--- src/rtl/writeback_scheduler.sv ---
// writeback_scheduler: shares the single register-file write port between the
// ALU, LSU and MUL/DIV writeback requesters with round-robin arbitration. It
// also keeps a per-register busy scoreboard for read-after-write hazard
// detection.
// Optional feature macro: WB_BYPASS_EN adds forwarding from the registered
// write port and removes the write-port term from hazard_o.
module writeback_scheduler #(
    parameter int XLEN    = 32,   // matches imhotep_pkg::XLEN
    parameter int NUM_REQ = 3     // 0 = ALU, 1 = LSU, 2 = MUL/DIV
) (
    input  logic                    clk,
    input  logic                    reset,
    input  logic [NUM_REQ-1:0]      req_valid_i,
    input  logic [NUM_REQ*5-1:0]    req_addr_i,
    input  logic [NUM_REQ*XLEN-1:0] req_value_i,
    output logic [NUM_REQ-1:0]      req_ready_o,
    input  logic                    issue_valid_i,
    input  logic [4:0]              issue_rd_i,
    output logic                    issue_ready_o,
    input  logic [4:0]              r1_addr_i,
    input  logic [4:0]              r2_addr_i,
    output logic                    hazard_o,
`ifdef WB_BYPASS_EN
    output logic [XLEN-1:0]         r1_fwd_o,
    output logic [XLEN-1:0]         r2_fwd_o,
`endif
    output logic [4:0]              w_addr_o,
    output logic [XLEN-1:0]         w_value_o,
    output logic [31:0]             busy_o
);

    localparam int PTR_W = (NUM_REQ > 1) ? $clog2(NUM_REQ) : 1;

    logic [PTR_W-1:0] ptr;
    logic [31:0]      busy;
    logic             grant_any;
    int               grant_idx;
    int               cand;
    logic [4:0]       grant_addr;
    logic [XLEN-1:0]  grant_value;
    logic [31:0]      busy_clr;
    logic [31:0]      busy_set;
    logic             r1_haz;
    logic             r2_haz;

    // Round-robin arbiter: first valid requester scanning from ptr upward.
    // NOTE: every always_comb output gets a default first so no latch is inferred.
    always_comb begin
        req_ready_o = '0;
        grant_any   = 1'b0;
        grant_idx   = 0;
        cand        = 0;
        for (int i = 0; i < NUM_REQ; i++) begin
            cand = (int'(ptr) + i) % NUM_REQ;
            if (!grant_any && req_valid_i[cand]) begin
                req_ready_o[cand] = 1'b1;
                grant_any         = 1'b1;
                grant_idx         = cand;
            end
        end
        // Reset suppresses all grants so nothing is consumed and then lost.
        if (reset) begin
            req_ready_o = '0;
            grant_any   = 1'b0;
        end
    end

    assign grant_addr  = req_addr_i[grant_idx*5 +: 5];
    assign grant_value = req_value_i[grant_idx*XLEN +: XLEN];

    // A reservation only succeeds on an idle register (WAW protection); x0 is never busy.
    assign issue_ready_o = issue_valid_i && !busy[issue_rd_i] && !reset;

    // Scoreboard edits for this cycle: clear on grant, set on accepted issue.
    always_comb begin
        busy_clr = '0;
        busy_set = '0;
        if (grant_any) begin
            busy_clr = 32'd1 << grant_addr;
        end
        if (issue_ready_o && (issue_rd_i != 5'd0)) begin
            busy_set = 32'd1 << issue_rd_i;
        end
    end

    // Pointer, scoreboard and registered write port.
    // NOTE: sequential state uses non-blocking assignments so all registers update from pre-edge values.
    always_ff @(posedge clk) begin
        if (reset) begin
            ptr       <= '0;
            busy      <= '0;
            w_addr_o  <= '0;
            w_value_o <= '0;
        end else begin
            busy <= (busy & ~busy_clr) | busy_set;
            if (grant_any) begin
                ptr       <= PTR_W'((grant_idx + 1) % NUM_REQ);
                w_addr_o  <= grant_addr;
                w_value_o <= grant_value;
            end else begin
                w_addr_o  <= 5'd0;
            end
        end
    end

    assign busy_o = {busy[31:1], 1'b0};

    // Hazard per source: busy, or (without bypass) the write is still on the port.
    always_comb begin
`ifdef WB_BYPASS_EN
        r1_haz   = (r1_addr_i != 5'd0) && busy[r1_addr_i];
        r2_haz   = (r2_addr_i != 5'd0) && busy[r2_addr_i];
        r1_fwd_o = ((r1_addr_i != 5'd0) && (r1_addr_i == w_addr_o)) ? w_value_o : '0;
        r2_fwd_o = ((r2_addr_i != 5'd0) && (r2_addr_i == w_addr_o)) ? w_value_o : '0;
`else
        r1_haz   = (r1_addr_i != 5'd0) && (busy[r1_addr_i] || (w_addr_o == r1_addr_i));
        r2_haz   = (r2_addr_i != 5'd0) && (busy[r2_addr_i] || (w_addr_o == r2_addr_i));
`endif
        hazard_o = r1_haz || r2_haz;
    end

endmodule
--- config.mk ---
export PLATFORM = sky130hd
export DESIGN_NAME = writeback_scheduler
export DESIGN_NICKNAME = d
export VERILOG_FILES = /design/src/rtl/writeback_scheduler.sv
export SDC_FILE = /design/constraint.sdc
export NUM_CORES = 1
export LEC_CHECK = 0
export CAP_MARGIN = 20
export CORE_MARGIN = 2
export CORE_UTILIZATION = 43
export DETAILED_ROUTE_END_ITERATION = 8
export PLACE_DENSITY = 0.91
export SYNTH_ARGS = -nofsm -noshare
export SYNTH_HDL_FRONTEND = slang
export SYNTH_SLANG_ARGS = --single-unit
--- constraint.sdc ---
create_clock -name clk -period 7.93 [get_ports clk]
set_input_delay 1.586 -clock clk [delete_from_list [all_inputs] [get_ports clk]]
set_output_delay 1.586 -clock clk [all_outputs]
set_load 0.01 [all_outputs]
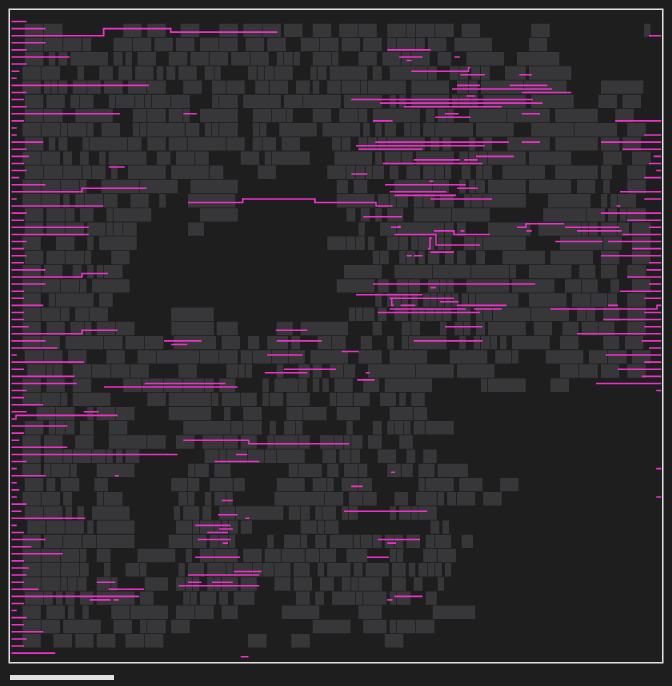
**Above:** met3 routing.
Bar = 20 microns.
longest straight run	34.5 microns
wire length on this layer	1660 microns
share of all routed wire	8.6%
drt total wl: 19.32 mm
fraction of met3 tracks used by global routing: 0.05819
via count of the routed design: 6406

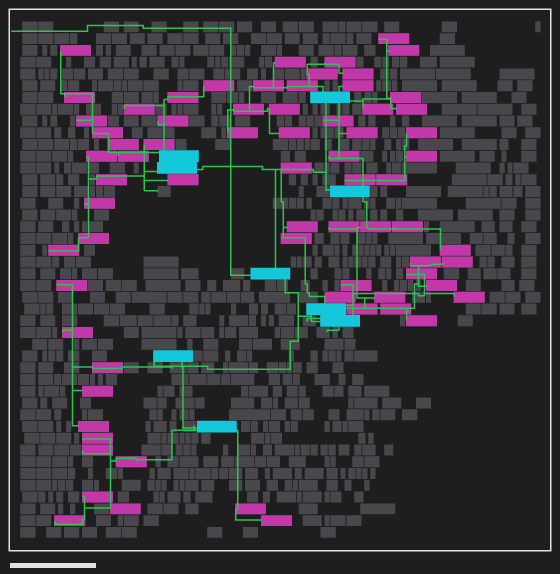
**Above:** routed clock nets over the placement.
Bar = 20 microns.
[green] clock wires | length: 1050 microns
[cyan] clock-net drivers | count: 9
[magenta] flip-flops | count: 71
flops lie	widely spread
Clock power frac: 0.127
reported clock group power: 0.394 mW
worst setup skew after layout: 0.007245 ns

==> summary.txt <==
run status = complete, no violations
Tap Cells = 184
total of endpoints with negative setup slack in the final report = 0
most frequent cell after synthesis = nand2_1
part of the Yosys area used for sequential elements = 0.2260
category of the most critical setup path = in2reg
vias in the first global route = 6218
# H-tree levels = 3
flop count = 71
number of clock buffers inserted by TritonCTS = 9
final-layout worst hold slack = 0.5138 ns
multi-input gate share of the layout cell area = 0.5118
vias per inst = 5.866
Core ar. = 14420 sq um
routability congestion estimate = 0.9280
Largest delay share family, worst path = AND-OR/OR-AND gates
relative area of clock buffers and inverters in the final design = 0.03370
fraction of layout cells with a size suffix above 1 = 0.1035
fp util = 0.4361
Synth area leader = dfxtp_1
worst slack, placed = 0.1371 ns
drt drc = 0
net switching fraction of the power = 0.4875
Avg Synthesized Cell Area = 8.298 sq um
registers with the most flip-flops = busy: 32 flops, w_value_o: 32 flops, w_addr_o: 5 flops
Synth warnings = 0
final critical path time including I/O delays and setup = 7.444 ns
Yosys Instances = 758
global-route wire length before repair = 31.17 mm
Buffers, non-clock = 215
Total Power Consumption = 3.098 mW
Largest logic family = multiplexers
stage delay of the slowest cell on the critical path = 0.69 ns
multi-input logic area = 4352 sq um
biggest area cells = dfxtp_1, mux4_2, mux2i_1, nand2_1, o21ai_0
Logic Gate Count = 581
flop-to-flop setup slack = 1.26 ns
startpoint types = input port
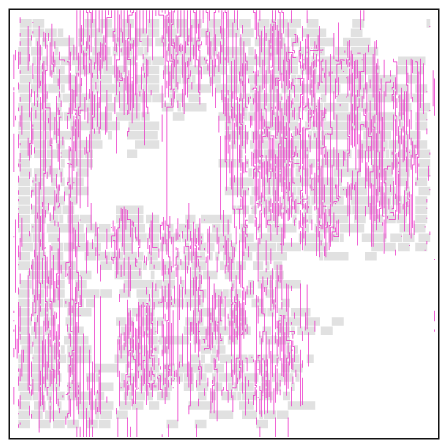
**Above:** met2 routing.
share of all routed wire	50%
longest straight run	45.6 microns
main direction	vertical
Global Route met2 Usage: 0.4179

-- how the worst min path moves through the flow --
| stage | start | end | slack, ns | cells after the start |
|---|---|---|---|---|
| 6_report | w_value_o[3] | w_value_o[3] | 0.51 | 2 |
| 5_1_grt | busy[0] | busy[0] | 0.53 | 2 |
| 4_1_cts | busy[0] | busy[0] | 0.51 | 2 |
| 3_5_place_dp | w_value_o[15] | w_value_o[15] | 0.50 | 2 |
| 3_3_place_gp | busy[0] | busy[0] | 0.47 | 2 |
| 2_1_floorplan | busy[0] | busy[0] | 0.43 | 2 |
-- layer usage --
metal | vias up | part of all wire | global-route usage
met1 | 3010 | 0.40 | 0.2954
met5 | - | 0 | 0
met2 | 332 | 0.50 | 0.4179
li1 | 3026 | - | -
met3 | 38 | 0.086 | 0.05819
met4 | 0 | 0.022 | 0.08235
Power is estimated from default activity; no workload was simulated.
